==> config.mk <==
export PLATFORM = sky130hd
export DESIGN_NAME = sad_min_tracker_flat
export DESIGN_NICKNAME = d
export VERILOG_FILES = /design/src/rtl/sad_min_tracker_if.sv /design/src/rtl/sad_min_tracker.sv /design/src/flat_wrapper.sv
export SDC_FILE = /design/constraint.sdc
export NUM_CORES = 1
export LEC_CHECK = 0
export CAP_MARGIN = 20
export CORE_MARGIN = 3
export CORE_UTILIZATION = 48
export CTS_BUF_LIST = sky130_fd_sc_hd__clkbuf_16
export CTS_CLUSTER_SIZE = 25
export DETAILED_ROUTE_END_ITERATION = 10
export PLACE_DENSITY = 0.75
export SKIP_CTS_REPAIR_TIMING = 1
export SYNTH_ARGS = -nofsm -noshare
export SYNTH_HDL_FRONTEND = slang
export SYNTH_SLANG_ARGS = --single-unit
==> constraint.sdc <==
create_clock -name clk -period 2.7 [get_ports clk]
set_clock_uncertainty 0.2 [all_clocks]
set_input_delay 0.27 -clock clk [delete_from_list [all_inputs] [get_ports clk]]
set_output_delay 0.27 -clock clk [all_outputs]
set_load 0.02 [all_outputs]
==> src/rtl/sad_min_tracker_if.sv <==
// Candidate stream in, winning-candidate result out, plus the window abort.
// The master side is the upstream/downstream pair, the slave side is the tracker.
interface sad_min_tracker_if #(
    parameter int BIT_WIDTH      = 14,
    parameter int NUM_CANDIDATES = 16,
    parameter int INDEX_WIDTH    = $clog2(NUM_CANDIDATES)
);
    logic                   abort;
    logic                   in_valid;
    logic                   in_ready;
    logic [BIT_WIDTH-1:0]   in_sad;
    logic                   in_last;
    logic                   out_valid;
    logic                   out_ready;
    logic [BIT_WIDTH-1:0]   out_sad;
    logic [INDEX_WIDTH-1:0] out_index;
    logic [INDEX_WIDTH:0]   out_count;
    logic                   out_short;

    modport master (
        output abort, in_valid, in_sad, in_last, out_ready,
        input  in_ready, out_valid, out_sad, out_index, out_count, out_short
    );

    modport slave (
        input  abort, in_valid, in_sad, in_last, out_ready,
        output in_ready, out_valid, out_sad, out_index, out_count, out_short
    );
endinterface

==> src/rtl/sad_min_tracker.sv <==
// Streaming minimum-SAD selector: keeps a running minimum and its arrival
// index over one search window, then holds the winner until downstream takes it.
module sad_min_tracker #(
    parameter int BIT_WIDTH      = 14,
    parameter int NUM_CANDIDATES = 16,
    parameter int INDEX_WIDTH    = $clog2(NUM_CANDIDATES)
) (
    input logic               clk,
    input logic               rst,
    sad_min_tracker_if.slave  bus
);
    typedef enum logic {COLLECT, HOLD} state_t;

    localparam logic [INDEX_WIDTH:0] NUM_CNT  = (INDEX_WIDTH+1)'(NUM_CANDIDATES);
    localparam logic [INDEX_WIDTH:0] LAST_CNT = NUM_CNT - 1'b1;

    state_t                 state;
    state_t                 next_state;
    logic [INDEX_WIDTH:0]   count;
    logic [INDEX_WIDTH:0]   count_inc;
    logic [BIT_WIDTH-1:0]   run_sad;
    logic [INDEX_WIDTH-1:0] run_idx;
    logic [BIT_WIDTH-1:0]   cand_sad;
    logic [INDEX_WIDTH-1:0] cand_idx;
    logic                   take;
    logic                   accept;
    logic                   close;
    logic [BIT_WIDTH-1:0]   out_sad_q;
    logic [INDEX_WIDTH-1:0] out_index_q;
    logic [INDEX_WIDTH:0]   out_count_q;
    logic                   out_short_q;

    assign bus.out_sad   = out_sad_q;
    assign bus.out_index = out_index_q;
    assign bus.out_count = out_count_q;
    assign bus.out_short = out_short_q;

    // Merge the incoming candidate with the running minimum; ties keep the earlier one.
    always_comb begin
        count_inc = count + 1'b1;
        take      = (count == '0) || (bus.in_sad < run_sad);
        cand_sad  = take ? bus.in_sad : run_sad;
        cand_idx  = take ? count[INDEX_WIDTH-1:0] : run_idx;
        accept    = bus.in_valid && bus.in_ready;
        close     = accept && (bus.in_last || (count == LAST_CNT));
    end

    // State register; reset parks the tracker in COLLECT.
    always_ff @(posedge clk) begin
        if (rst) begin
            state <= COLLECT;
        end else begin
            state <= next_state;
        end
    end

    // Close a window on its last accept, release the result on handshake, abort always returns to COLLECT.
    always_comb begin
        next_state = state;
        case (state)
            COLLECT: if (!bus.abort && close) next_state = HOLD;
            HOLD:    if (bus.abort || bus.out_ready) next_state = COLLECT;
            default: next_state = COLLECT;
        endcase
    end

    // Handshake flags follow the state, forced low while reset is asserted.
    always_comb begin
        bus.in_ready  = 1'b0;
        bus.out_valid = 1'b0;
        if (!rst) begin
            case (state)
                COLLECT: bus.in_ready  = 1'b1;
                HOLD:    bus.out_valid = 1'b1;
                default: ;
            endcase
        end
    end

    // Running minimum and result registers; the result is captured on the closing accept.
    always_ff @(posedge clk) begin
        if (rst) begin
            count       <= '0;
            run_sad     <= '1;
            run_idx     <= '0;
            out_sad_q   <= '1;
            out_index_q <= '0;
            out_count_q <= '0;
            out_short_q <= 1'b0;
        end else if (bus.abort) begin
            count <= '0;
        end else if (close) begin
            out_sad_q   <= cand_sad;
            out_index_q <= cand_idx;
            out_count_q <= count_inc;
            out_short_q <= (count_inc < NUM_CNT);
            count       <= '0;
        end else if (accept) begin
            count   <= count_inc;
            run_sad <= cand_sad;
            run_idx <= cand_idx;
        end
    end
endmodule

==> src/flat_wrapper.sv <==
// flat-port wrapper written by rule: the top's interface ports become plain ports
module sad_min_tracker_flat 
#(
    parameter int BIT_WIDTH      = 14,
    parameter int NUM_CANDIDATES = 16,
    parameter int INDEX_WIDTH    = $clog2(NUM_CANDIDATES)
)
  (clk, rst, bus_abort, bus_in_valid, bus_in_sad, bus_in_last, bus_out_ready, bus_in_ready, bus_out_valid, bus_out_sad, bus_out_index, bus_out_count, bus_out_short);
  sad_min_tracker_if #(.BIT_WIDTH(BIT_WIDTH), .NUM_CANDIDATES(NUM_CANDIDATES), .INDEX_WIDTH(INDEX_WIDTH)) bus_i ();
  input logic clk;
  input logic rst;
  input wire logic [$bits(bus_i.abort)-1:0] bus_abort;
  input wire logic [$bits(bus_i.in_valid)-1:0] bus_in_valid;
  input wire logic [$bits(bus_i.in_sad)-1:0] bus_in_sad;
  input wire logic [$bits(bus_i.in_last)-1:0] bus_in_last;
  input wire logic [$bits(bus_i.out_ready)-1:0] bus_out_ready;
  output wire logic [$bits(bus_i.in_ready)-1:0] bus_in_ready;
  output wire logic [$bits(bus_i.out_valid)-1:0] bus_out_valid;
  output wire logic [$bits(bus_i.out_sad)-1:0] bus_out_sad;
  output wire logic [$bits(bus_i.out_index)-1:0] bus_out_index;
  output wire logic [$bits(bus_i.out_count)-1:0] bus_out_count;
  output wire logic [$bits(bus_i.out_short)-1:0] bus_out_short;
  assign bus_i.abort = bus_abort;
  assign bus_i.in_valid = bus_in_valid;
  assign bus_i.in_sad = bus_in_sad;
  assign bus_i.in_last = bus_in_last;
  assign bus_i.out_ready = bus_out_ready;
  assign bus_in_ready = bus_i.in_ready;
  assign bus_out_valid = bus_i.out_valid;
  assign bus_out_sad = bus_i.out_sad;
  assign bus_out_index = bus_i.out_index;
  assign bus_out_count = bus_i.out_count;
  assign bus_out_short = bus_i.out_short;
  sad_min_tracker #(.BIT_WIDTH(BIT_WIDTH), .NUM_CANDIDATES(NUM_CANDIDATES), .INDEX_WIDTH(INDEX_WIDTH)) u_core (.clk(clk), .rst(rst), .bus(bus_i));
endmodule
==> summary.log, run 1 <==
INFO  clock_network  clkTransAtPathRegs=0.07ns
INFO  final_layout   final_net_count=341
INFO  drt            initialDrtViolationCount=94
INFO  final_timing   max_slew_violation_total_from_the_final_report=0
INFO  grt            number_of_global_route_vias_before_repair=1972
INFO  yosys          yosys_warnings=0
INFO  setup_path     endpoint_of_the_worst_register_to_register_path=u_core.bus.out_index[1]
INFO  yosys          synth_chip_area=2410um^2
INFO  grt            globalRouteOverflowTotal=0
INFO  yosys          syn_inst=253
INFO  final_timing   finalWorstPathRequiredPeriod=2.40ns
INFO  setup_path     cp_top_family=AND-OR/OR-AND gates
INFO  yosys          synth.largest_area_cell=sky130_fd_sc_hd__dfxtp_1
INFO  clock_network  insertion_delay_late_pin=0.29ns
INFO  drt            met1Wirelength=2.53mm
INFO  setup_path     critPathMaxStageDelay=0.47ns
INFO  hold_path      hold_depth=2
INFO  clock_network  max-clock-path-buffers=2
INFO  setup_path     worst_r2r_startpoint=u_core.count[1]
INFO  setup_path     arrival=2.38ns
INFO  setup_path     cp_num_buf_inv=2
INFO  job            cap_violations=0
INFO  power_and_ir_drop power_per_cell_area=517nW/um^2
INFO  setup_path     crit_path_end_kind=register
INFO  yosys          synth-edff-count=0
INFO  final_layout   final_cells=373
INFO  yosys          postSynth.topFlopCell=sky130_fd_sc_hd__dfxtp_1
INFO  drt            wl=5.34mm
INFO  yosys          ys_seq_share=0.399
INFO  drt            antenna_violation_net_count_after_detailed_routing=0
INFO  final_timing   post-route-period-util=0.890
INFO  clock_network  cts.sinks=48
INFO  grt            global_route_wire_length_before_repair=9.34mm
INFO  final_timing   finalSetupViolCount=0
INFO  placed_design  numPortBuffers=45
INFO  placed_design  numPlacedInstances=365
INFO  setup_path     cpMostUsedCell=sky130_fd_sc_hd__a21oi_1
INFO  drt            post-route-drc-count=0
INFO  hold_path      min_to=u_core.run_idx[2]
INFO  yosys          synth.top_cells.by_count=sky130_fd_sc_hd__dfxtp_1 (48), sky130_fd_sc_hd__nor2_1 (29), sky130_fd_sc_hd__a21oi_1 (24)
INFO  yosys          synth_largest_type_area_fraction=0.399
INFO  drt            wl_per_cell=14.3um
INFO  yosys          synthDistinctLibCells=43
INFO  power_and_ir_drop vdd_ir_drop_max=0.000369V
INFO  setup_path     timing.critical_path.fanout_max=8
INFO  placed_design  dp_hpwl=3.78mm
INFO  drt            tritonroute_pass_1_iters=4
INFO  power_and_ir_drop power.static_leakage=1.26nW
INFO  drt            highest-signal-layer=met4
INFO  yosys          ys_cells=253
INFO  setup_path     critical_path.slowest_cell=sky130_fd_sc_hd__clkdlybuf4s50_1
INFO  grt            antenna_found_initial=0
INFO  grt            gr-usage-all-layers=0.194
INFO  final_timing   tns=0ns
INFO  floorplanning  chip_height=76.8um
INFO  setup_path     cp_data_required_time=2.68ns
INFO  drt            met2_length=2.51mm
INFO  setup_path     crit_cells=9
INFO  final_layout   most-common-layout-cells=sky130_fd_sc_hd__dfxtp_1 (48), sky130_fd_sc_hd__clkdlybuf4s50_1 (45), sky130_fd_sc_hd__nor2_1 (29)
INFO  setup_path     startpoint_type=input port
INFO  placed_design  dpl-instance-area=2950um^2
INFO  yosys          synth.ff_latch_count=48
INFO  drt            wl_met3=200um
INFO  final_layout   diodes=0
INFO  setup_path     setup.worst_path.class=in -> reg
INFO  floorplanning  die_area=5900um^2
INFO  final_layout   final_layout_top_logic_cell=sky130_fd_sc_hd__dfxtp_1
INFO  final_timing   worst_pin_slew=0.615ns
INFO  setup_path     crit_chain=clkdlybuf4s50_1 > ha_1 > a21oi_1 > o21ai_0 > a22oi_2 > a21boi_4 > buf_4 > a21oi_1 > a211o_1
INFO  placed_design  place.gp.congestion=0.769
INFO  final_layout   finish.utilization=0.651
INFO  clock_network  cts_made_buffers=5
INFO  yosys          asyncSetResetFlopFracSynth=0
INFO  drt            via_count=2052
INFO  yosys          syn-mean-instance-area=9.51um^2
INFO  setup_path     register_to_register_path_setup_slack=0.35ns
INFO  setup_path     reg2reg_depth=9
INFO  clock_network  cts_root_buffer=sky130_fd_sc_hd__clkbuf_16
INFO  yosys          synth.area.top_cells=sky130_fd_sc_hd__dfxtp_1 (40%), sky130_fd_sc_hd__ha_1 (8.3%), sky130_fd_sc_hd__a21oi_1 (5.0%)
INFO  yosys          yosys.cell_count.top_type=sky130_fd_sc_hd__dfxtp_1
INFO  hold_path      worstHoldPathType=reg -> reg
INFO  final_timing   timing.slew.headroom=0.586
INFO  hold_path      min_from=u_core.run_idx[2]
INFO  floorplanning  floorplanUtilization=0.503
INFO  yosys          netlist_area=2410um^2
INFO  floorplanning  fp.dieW=76.8um
INFO  yosys          postSynthNetCount=289
INFO  final_layout   fraction_of_layout_instances_using_a_drive_strength_above_1=0.137
INFO  clock_network  cts-htree-levels=2
INFO  grt            grt_start_max_net_pins=37
INFO  drt            avgViaCountPerCell=5.50
INFO  clock_network  cts_tree=built
INFO  final_timing   fmax=0.416GHz
INFO  outcome        status=complete, no violations
run 1: how the worst max path moves through the flow:
stage                          from                 end  slack (ns)
global placement     bus_in_sad[13]   u_core.run_sad[4]        0.01
finish               bus_in_sad[13]   u_core.run_sad[3]        0.30
CTS                  bus_in_sad[13]   u_core.run_sad[4]        0.28
floorplan           u_core.count[0]  u_core.run_sad[10]        0.29
detailed placement   bus_in_sad[13]   u_core.run_sad[4]       -0.01
global route         bus_in_sad[13]   u_core.run_idx[2]        0.12
run 1: layer usage:
layer | GRT usage | up-vias
li1 | - | 1027
met1 | 0.257 | 974
met2 | 0.300 | 43
met3 | 0.0387 | 8
met4 | 0.0924 | 0
met5 | 0 | -
run 1: kinds of logic after synthesis:
logic type / after synthesis / share of synthesized area
XOR/XNOR: 5 / 0.0182
adder cells (fa/ha/maj): 16 / 0.0832
buffers and inverters: 32 / 0.0692
multiplexers: 3 / 0.0125
AND/OR/NAND/NOR: 80 / 0.194
flip-flops: 48 / 0.399
AND-OR/OR-AND: 69 / 0.224
run 1: through the flow:
stage	setup slack, ns	power [mW]	hold slack, ns
6_report	0.297	1.61	0.284
5_1_grt	0.121	1.67	0.326
4_1_cts	0.282	1.62	0.285
3_5_place_dp	-0.0141	0.928	0.273
3_3_place_gp	0.0139	0.926	0.262
2_1_floorplan	0.292	0.842	0.188
run 1: flip-flops by register name (all words and copies together), names as in the netlist:
register and cells:
u_core.bus.out_count 5, u_core.bus.out_sad 14, u_core.bus.out_index 4, u_core.run_sad 14
u_core.state 1, u_core.count 5, u_core.bus.out_short 1, u_core.run_idx 4
run 1: tightest hold or removal path, delay by kind of cell, from the launching register on:
family | cells | cell delay [ns]
AOI/OAI and AO/OA | 1 | 0.07
DFF | 1 | 0.31
and+or+nand+nor | 1 | 0.06
run 1: report_power, final:
part | internal (mW) | leakage [nW] | switching, mW
Combinational | 0.0874 | 0.787 | 0.0890
Sequential | 0.726 | 0.390 | 0.00972
Clock | 0.435 | 0.0798 | 0.262
Total | 1.25 | 1.26 | 0.361
run 1: layout make-up:
| cell class | count | area (um^2) |
|---|---|---|
| Tap cell | 67 | 83.8 |
| Multi-Input combinational cell | 173 | 1280 |
| Inverter | 18 | 67.6 |
| Clock inverter | 3 | 42.5 |
| Fill cell | 403 | 1670 |
| Sequential cell | 48 | 961 |
| Timing Repair Buffer | 59 | 556 |
| Clock buffer | 5 | 125 |
Figure 1. Placed cells, one colour a class (run 1).
(6 px per um)
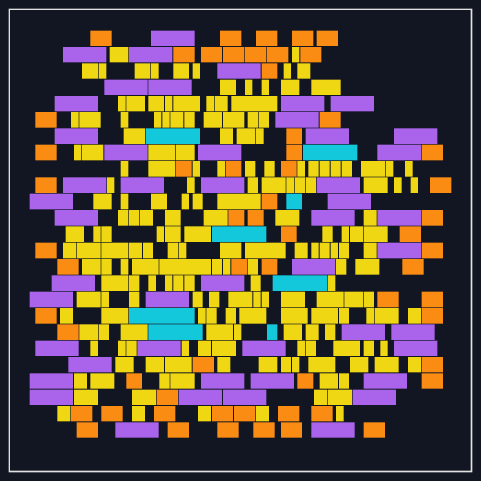
| colour | class | cells |
|---|---|---|
| yellow | all other logic | 191 |
| orange | other buffers and delay cells | 59 |
| cyan | clock drivers and dummy loads | 8 |
| purple | flip-flops | 48 |

Figure 2. Sequential cells grouped by signal name (run 1).
(4 px per um) Other sequential cells in the stronger grey, the rest of the logic in the fainter grey.
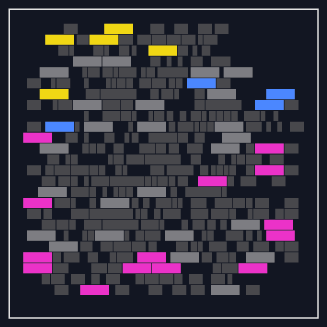
| colour | signal | placed flops |
|---|---|---|
| magenta | u_core.bus.out_sad | 14 |
| blue | u_core.bus.out_index | 4 |
| yellow | u_core.bus.out_count | 5 |

Figure 3. Placement view (run 1).
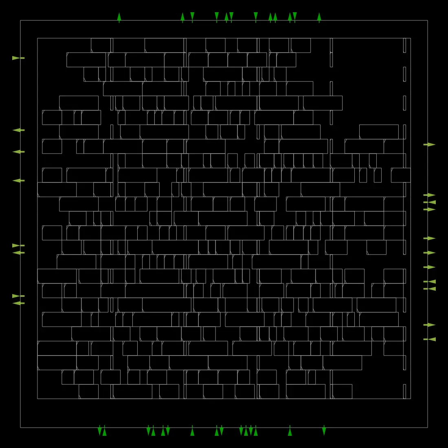
number of sequential storage elements: 48
number of cell rows: 25
core region area: 4790 um^2

Figure 4. Sizing map (run 1).
(4 px per um)
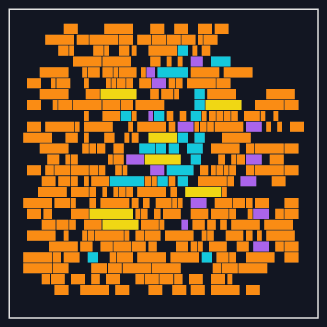
| colour | size | cells |
|---|---|---|
| orange | drive 1 or less | 264 |
| yellow | drive 6 and up | 7 |
| purple | drive 2 | 14 |
| cyan | drive 3 to 4 | 21 |
buffers outside the clock class: 59
Post-Layout Inst Area: 3110 um^2
relative area change from synthesis to final layout: 29.4%
final worst-path setup slack: 0.297 ns

==> inputs of run 2 (changes only) <==
--- a/config.mk
+++ b/config.mk
@@ -5,7 +5,7 @@
 export SDC_FILE = /design/constraint.sdc
 export NUM_CORES = 1
 export LEC_CHECK = 0
-export CAP_MARGIN = 20
+export CAP_MARGIN = 10
 export CORE_MARGIN = 3
 export CORE_UTILIZATION = 48
 export CTS_BUF_LIST = sky130_fd_sc_hd__clkbuf_16
Figure 5. Placement view (run 2).
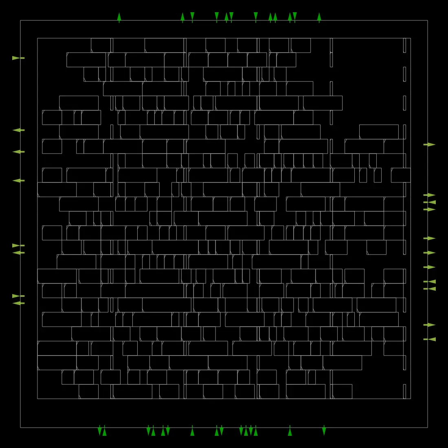
final std cells w/o fill: 373
number of fill cells: 403
Final Util: 0.651
tap cell instance count: 67

==> summary.log, run 2 <==
INFO  grt            grt_start_max_net_pins=37 [unchanged]
INFO  hold_path      worstHoldPathType=reg -> reg
INFO  placed_design  detailedPlace.worstSlack=-0.0141ns [unchanged]
INFO  setup_path     arrival=2.38ns [about the same]
INFO  grt            antenna_found_initial=0 [unchanged]
INFO  floorplanning  floorplan.rows=25 [unchanged]
INFO  setup_path     cp_data_required_time=2.68ns [about the same]
INFO  yosys          synth.ff_latch_count=48 [unchanged]
INFO  final_timing   rsz0062_at_grt=false
INFO  yosys          ys_seq_share=0.399 [unchanged]
INFO  floorplanning  fp.coreArea=4790um^2 [unchanged]
INFO  drt            antenna_violation_net_count_after_detailed_routing=0 [unchanged]
INFO  drt            tritonroute_pass_1_iters=4 [unchanged]
INFO  setup_path     register_to_register_path_setup_slack=0.35ns [about the same]
INFO  final_layout   most-common-layout-cells=sky130_fd_sc_hd__dfxtp_1 (48), sky130_fd_sc_hd__clkdlybuf4s50_1 (45), sky130_fd_sc_hd__nor2_1 (29)
INFO  yosys          postSynthNetCount=289 [unchanged]
INFO  clock_network  insertion_delay_late_pin=0.29ns [about the same]
INFO  yosys          ys_cells=253 [unchanged]
INFO  yosys          synth.top_cells.by_count=sky130_fd_sc_hd__dfxtp_1 (48), sky130_fd_sc_hd__nor2_1 (29), sky130_fd_sc_hd__a21oi_1 (24)
INFO  yosys          postSynth.topFlopCell=sky130_fd_sc_hd__dfxtp_1
INFO  hold_path      min_from=u_core.run_idx[2]
INFO  drt            wl_per_cell=14.3um [unchanged]
INFO  yosys          asyncSetResetFlopFracSynth=0 [unchanged]
INFO  placed_design  dp_hpwl=3.78mm [unchanged]
INFO  job            tool_warnings=27
INFO  final_layout   final_layout_top_logic_cell=sky130_fd_sc_hd__dfxtp_1
INFO  placed_design  dpl-instance-area=2950um^2 [unchanged]
INFO  yosys          synth_chip_area=2410um^2 [unchanged]
INFO  floorplanning  floorplanUtilization=0.503 [unchanged]
INFO  setup_path     setup.worst_path.class=in -> reg
INFO  final_timing   worst_pin_slew=0.615ns [unchanged]
INFO  final_timing   timing.final.hold_violations=0
INFO  drt            post-route-drc-count=0 [unchanged]
INFO  job            cap_violations=0 [unchanged]
INFO  clock_network  cts.sinks=48 [unchanged]
INFO  setup_path     timing.critical_path.fanout_max=8 [unchanged]
INFO  grt            globalRouteOverflowTotal=0 [unchanged]
INFO  yosys          synth.area.top_cells=sky130_fd_sc_hd__dfxtp_1 (40%), sky130_fd_sc_hd__ha_1 (8.3%), sky130_fd_sc_hd__a21oi_1 (5.0%)
INFO  setup_path     endpoint_of_the_worst_register_to_register_path=u_core.bus.out_index[1]
INFO  final_timing   post-route-period-util=0.890 [unchanged]
INFO  drt            avgViaCountPerCell=5.50 [unchanged]
INFO  final_timing   finalSetupViolCount=0 [unchanged]
INFO  final_layout   final_net_count=341 [unchanged]
INFO  outcome        status=complete, no violations
INFO  yosys          syn_inst=253 [unchanged]
INFO  yosys          synth-edff-count=0 [unchanged]
INFO  clock_network  cts_made_buffers=5 [unchanged]
INFO  setup_path     reg2reg_depth=9 [unchanged]
INFO  placed_design  place.gp.congestion=0.769 [unchanged]
INFO  yosys          yosys_warnings=0 [unchanged]
INFO  drt            wl=5.34mm [unchanged]
INFO  final_timing   fmax=0.416GHz [unchanged]
INFO  yosys          yosys.cell_count.top_type=sky130_fd_sc_hd__dfxtp_1
INFO  yosys          synth_largest_type_area_fraction=0.399 [unchanged]
INFO  hold_path      min_to=u_core.run_idx[2]
INFO  floorplanning  die_area=5900um^2 [unchanged]
INFO  clock_network  cts-htree-levels=2 [unchanged]
INFO  final_timing   max_slew_violation_total_from_the_final_report=0 [unchanged]
INFO  final_timing   tns=0ns [unchanged]
INFO  clock_network  clkTransAtPathRegs=0.07ns [about the same]
INFO  grt            number_of_global_route_vias_before_repair=1972 [unchanged]
INFO  final_layout   syn_to_final_growth=29.4% [unchanged]
INFO  setup_path     startpoint_type=input port
INFO  power_and_ir_drop power_per_cell_area=517nW/um^2 [unchanged]
INFO  final_timing   finalHoldWorstSlack=0.284ns [unchanged]
INFO  yosys          synth.largest_area_cell=sky130_fd_sc_hd__dfxtp_1
INFO  yosys          netlist_area=2410um^2 [unchanged]
INFO  final_layout   diodes=0 [unchanged]
INFO  drt            via_count=2052 [unchanged]
INFO  grt            global_route_wire_length_before_repair=9.34mm [unchanged]
INFO  hold_path      hold_depth=2 [unchanged]
INFO  yosys          synthDistinctLibCells=43 [unchanged]
INFO  clock_network  cts_root_buffer=sky130_fd_sc_hd__clkbuf_16
INFO  power_and_ir_drop power.static_leakage=1.26nW [unchanged]
INFO  floorplanning  io_pins=46
INFO  setup_path     crit_path_end_kind=register
INFO  placed_design  numPortBuffers=45 [unchanged]
INFO  grt            gr-usage-all-layers=0.194 [unchanged]
INFO  final_layout   final_area=3110um^2 [unchanged]
INFO  final_timing   layout_setup_ws=0.297ns [unchanged]
INFO  final_timing   timing.slew.headroom=0.586 [unchanged]
INFO  final_layout   fraction_of_layout_instances_using_a_drive_strength_above_1=0.137 [unchanged]
INFO  yosys          syn-mean-instance-area=9.51um^2 [unchanged]
INFO  clock_network  max-clock-path-buffers=2 [unchanged]
INFO  floorplanning  chip_height=76.8um [unchanged]
INFO  clock_network  cts_tree=built
INFO  floorplanning  fp.dieW=76.8um [unchanged]
INFO  final_timing   finalWorstPathRequiredPeriod=2.40ns [unchanged]
INFO  power_and_ir_drop vdd_ir_drop_max=0.000369V [unchanged]
INFO  setup_path     worst_r2r_startpoint=u_core.count[1]
INFO  drt            initialDrtViolationCount=94 [unchanged]
run 2: cell counts in the layout (fill, tap and decap cells not counted):
No cell type changed its count.
run 2: power breakdown:
group	internal [mW]	switching, mW	total (mW)
clock	0.435	0.262	0.697
sequential	0.726	0.00972	0.736
combinational	0.0874	0.0890	0.176
total	1.25	0.361	1.61
run 2: layer usage:
metal | track usage | part of all wire | vias up
li1 | - | - | 1027
met1 | 0.257 | 0.47 | 974
met2 | 0.300 | 0.47 | 43
met3 | 0.0387 | 0.037 | 8
met4 | 0.0924 | 0.016 | 0
met5 | 0 | 0 | -
run 2: stage by stage:
| step | util | std cells | total power [mW] |
|---|---|---|---|
| floorplan | - | 253 | 0.842 |
| finish | 0.651 | 373 | 1.61 |
| global route | 0.651 | 373 | 1.67 |
| detailed placement | 0.616 | 365 | 0.928 |
| global placement | 0.616 | 365 | 0.926 |
| CTS | 0.651 | 373 | 1.62 |
run 2: logic make-up (layout without fill, tap and decap cells):
logic type / count (synthesis) / count (layout) / share of synthesized area
simple gates: 80 / 80 / 0.194
compound gates: 69 / 69 / 0.224
fa+ha+maj: 16 / 16 / 0.0832
mux: 3 / 3 / 0.0125
xor+xnor: 5 / 5 / 0.0182
buf+inv: 32 / 85 / 0.0692
flops: 48 / 48 / 0.399
run 2: cell type report:
cell class | instances | area [um^2]
Fill cell | 403 | 1670
Timing Repair Buffer | 59 | 556
Inverter | 18 | 67.6
Clock buffer | 5 | 125
Clock inverter | 3 | 42.5
Tap cell | 67 | 83.8
Multi-Input combinational cell | 173 | 1280
Sequential cell | 48 | 961
run 2: worst max-delay path, cell delays in order:
cell,delay [ns]
sky130_fd_sc_hd__clkdlybuf4s50_1,0.47
sky130_fd_sc_hd__ha_1,0.35
sky130_fd_sc_hd__a21oi_1,0.14
sky130_fd_sc_hd__o21ai_0,0.15
sky130_fd_sc_hd__a22oi_2,0.23
sky130_fd_sc_hd__a21boi_4,0.25
sky130_fd_sc_hd__buf_4,0.19
sky130_fd_sc_hd__a21oi_1,0.07
sky130_fd_sc_hd__a211o_1,0.27
run 2: worst max-delay path by stage:
stage | end | cells after the start | startpoint
2_1_floorplan | u_core.run_sad[10] | 9 | u_core.count[0]
3_3_place_gp | u_core.run_sad[4] | 9 | bus_in_sad[13]
3_5_place_dp | u_core.run_sad[4] | 9 | bus_in_sad[13]
4_1_cts | u_core.run_sad[4] | 9 | bus_in_sad[13]
5_1_grt | u_core.run_idx[2] | 8 | bus_in_sad[13]
6_report | u_core.run_sad[3] | 9 | bus_in_sad[13]
Power is estimated from default activity; no workload was simulated.
